==> config.mk <==
export PLATFORM = sky130hd
export DESIGN_NAME = shift_sequencer
export DESIGN_NICKNAME = d
export VERILOG_FILES = /design/src/rtl/shift_sequencer.sv
export SDC_FILE = /design/constraint.sdc
export NUM_CORES = 1
export LEC_CHECK = 0
export ABC_AREA = 1
export CORE_MARGIN = 4
export CORE_UTILIZATION = 40
export CTS_BUF_LIST = sky130_fd_sc_hd__clkbuf_2 sky130_fd_sc_hd__clkbuf_4 sky130_fd_sc_hd__clkbuf_8
export CTS_CLUSTER_DIAMETER = 150
export DETAILED_ROUTE_END_ITERATION = 12
export HOLD_SLACK_MARGIN = 0.12
export PLACE_DENSITY = 0.8
export SKIP_LAST_GASP = 1
export SLEW_MARGIN = 10
export SYNTH_ARGS = -nofsm -noshare
export SYNTH_HDL_FRONTEND = slang
export SYNTH_SLANG_ARGS = --single-unit
export TNS_END_PERCENT = 1
==> constraint.sdc <==
create_clock -name clk -period 1.6 [get_ports clk]
set_input_delay 0.32 -clock clk [delete_from_list [all_inputs] [get_ports clk]]
set_output_delay 0.32 -clock clk [all_outputs]
set_load 0.1 [all_outputs]
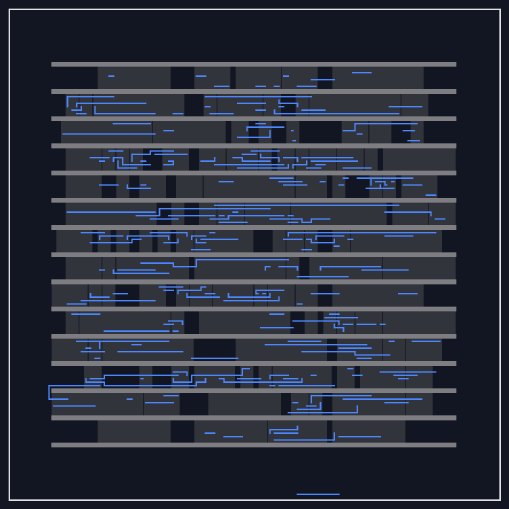
*M1 wires*
Drawn at 10 px/um. Supply wires on this layer in gray.
- longest straight run: 18.4 um
- main direction: horizontal
- share of all routed wire: 37%
- wire length on this layer: 638 um
GRT met1 Usage: 0.164
via total after detailed routing: 671
wire length reported by the detailed router: 1.72 mm

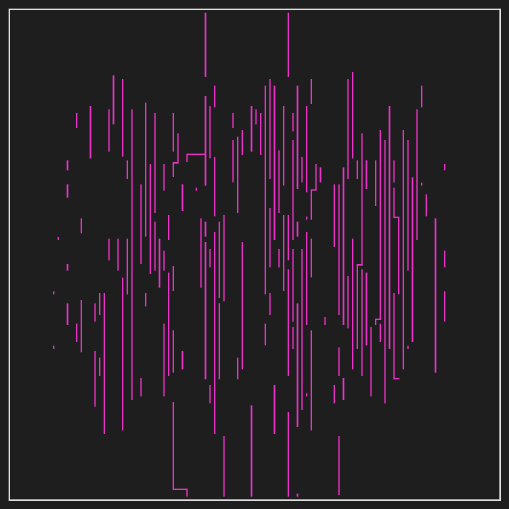
*Signal wires on met2*
Drawn at 10 px/um.
- main direction: vertical
- longest straight run: 28.9 um
met2 demand-to-capacity share in global routing: 0.270

==> impl_metrics.ini <==
; physical design summary
[worst_setup_path]
criticalPathCategory = flop to output port
worstSetupEndpointType = output port
worstRegToRegCells = 7
cp-start-kind = flop
crit_path_max_fanout = 4
reg2reg_slack_ns = 0.19
cp_data_required_time_ns = 1.28
cp_data_arrival_time_ns = 1.41

[die]
core_area_mm2 = 0.00154
core.rowCount = 14
dieArea_mm2 = 0.00240
die_h_um = 48.9
io-pin-count = 27
die_width_um = 48.9
floorplan.core_util = 0.435

[run]
tool_warnings = 40
timing.max_cap.violations = 0

[global_route]
grt_util_all_layers = 0.150
grt_first_pass_wirelength_mm = 2.86
first_global_vias = 653
gr-total-overflow = 0
antenna_found_initial = 0
grt_start_max_net_pins = 10

[clock_tree]
numCtsBuffers = 3
cts_sinks = 11
htree_levels = 1
clkLatencyLatePin_ns = 0.27
clockBufferDepth = 2
root_buffer = sky130_fd_sc_hd__clkbuf_4
worst_setup_hold_path_clk_slew_ns = 0.07
holdBufCountCts = 0
tritoncts = built

[synthesis]
yosys.cell_types.count = 15
syn_area_per_cell_um2 = 7.98
synth.net_count = 109
synth-seq-area-share = 0.410
yosys.stat.chipArea_um2 = 671
syn-cell-area_um2 = 671
top_cells_by_area = sky130_fd_sc_hd__dfrtp_1 (41%), sky130_fd_sc_hd__ha_1 (17%), sky130_fd_sc_hd__nand2_1 (16%)
yosys-stat-cells = 84
netlist.top_cell.by_area = sky130_fd_sc_hd__dfrtp_1
synth_flop_count = 11
yosys_warnings = 0
syn_inst = 84
synth_largest_type_area_fraction = 0.410

[layout]
dominant_logic_cell_type_in_the_layout = sky130_fd_sc_hd__nand2_1
inserted_diodes = 0
finish.net_count = 147
area_growth_pct = 86.8
final_instance_count_without_filler_cells = 137
final.fill_count = 106
final_cell_area_mm2 = 0.00125
largest_reg_flops = 4
most-common-layout-cells = sky130_fd_sc_hd__nand2_1 (28), sky130_fd_sc_hd__buf_12 (12), sky130_fd_sc_hd__clkdlybuf4s50_1 (11), sky130_fd_sc_hd__buf_4 (11), sky130_fd_sc_hd__dfrtp_1 (10)
layout-drive-gt1-share = 0.372

[sta]
worst_slack_ns = -0.130
min_period_ns = 1.73
worst_slew_pin_slew_ns = 0.209
rsz0062_at_grt = yes
final_min_period_over_clock_period = 1.08
final-setup-viol-count = 7
timing.slew.headroom = 0.860
finalClockSkew_ns = 0.00115
maxSlewViolCount = 0
timing.final.hold_violations = 0
max_freq_ghz = 0.578
timing.hold.ws_ns = 0.439

[detailed_routing]
initialDrtViolationCount = 3
wl_per_cell_um = 12.6
drt_first_pass_iters = 2
antenna_left = 0
detail_route.vias_per_cell = 4.90
number_of_design_rule_violations_left_after_detail_routing = 0

[placement]
dp_cells = 125
placement.cell_area_mm2 = 0.00110
pre_cts_slack_ns = -0.0166
buffer_ports.inserted = 22
dp_hpwl_mm = 1.25
place_congestion = 0.783

[run_status]
status = complete, but fails checks
violations = negative setup slack

[min_path]
hold_path.class = input pin to asynchronous set/reset pin
worst max-delay path, cell delays in order, from the launching register on:
cell and delay, ns:
sky130_fd_sc_hd__dfrtp_1 0.41, sky130_fd_sc_hd__inv_4 0.08, sky130_fd_sc_hd__buf_4 0.13, sky130_fd_sc_hd__ha_1 0.20
sky130_fd_sc_hd__inv_1 0.13, sky130_fd_sc_hd__buf_12 0.19
final cells by class:
cell class,instances,area [um2],share of cell area
well taps,16,20.0,0.0160
clock buffers,4,30.0,0.0240
repair buffers,34,433,0.346
multi-input cells,59,434,0.347
flip-flops and latches,11,277,0.221
inverters,13,58.8,0.0470
through the flow:
stage	utilization	setup TNS [ns]
2_1_floorplan	-	-0.827
3_3_place_gp	0.711	0
3_5_place_dp	0.711	-0.0471
4_1_cts	0.783	-0.595
5_1_grt	0.813	-1.04
6_report	0.813	-0.657
cell usage after synthesis:
library cell              count
sky130_fd_sc_hd__nor3_1       1
sky130_fd_sc_hd__o21ai_1      1
sky130_fd_sc_hd__nand2_1     29
sky130_fd_sc_hd__dfrtp_1     11
sky130_fd_sc_hd__inv_1       12
sky130_fd_sc_hd__nand3_2      1
sky130_fd_sc_hd__buf_6        1
sky130_fd_sc_hd__o21ai_2      1
sky130_fd_sc_hd__xnor2_1      1
sky130_fd_sc_hd__inv_2        1
sky130_fd_sc_hd__nand3_1      7
sky130_fd_sc_hd__o21ai_0      3
sky130_fd_sc_hd__nor2_1       3
sky130_fd_sc_hd__ha_1         9
sky130_fd_sc_hd__a21oi_1      3
layer usage:
metal | up-vias | global-route usage | share of wire
met5 | - | 0 | 0
met4 | 0 | 0.0404 | 0.017
met3 | 4 | 0.0520 | 0.077
met2 | 21 | 0.270 | 0.53
met1 | 311 | 0.164 | 0.37
li1 | 335 | - | -
cells by family (layout without fill, tap and decap cells):
family,after synthesis,after routing,synth area share
adders and majority gates,9,9,0.168
and+or+nand+nor,41,41,0.254
DFF,11,11,0.410
xor gates and xnor gates,1,1,0.0131
buffers and inverters,14,51,0.0895
AOI/OAI and AO/OA,8,8,0.0653
repair_timing:
item,4_1_cts,5_1_grt
buffers inserted,6,2
pin swaps,3,3
endpoints found under the setup margin,6,7
gates resized,8,6
endpoints found under the hold margin,0,0
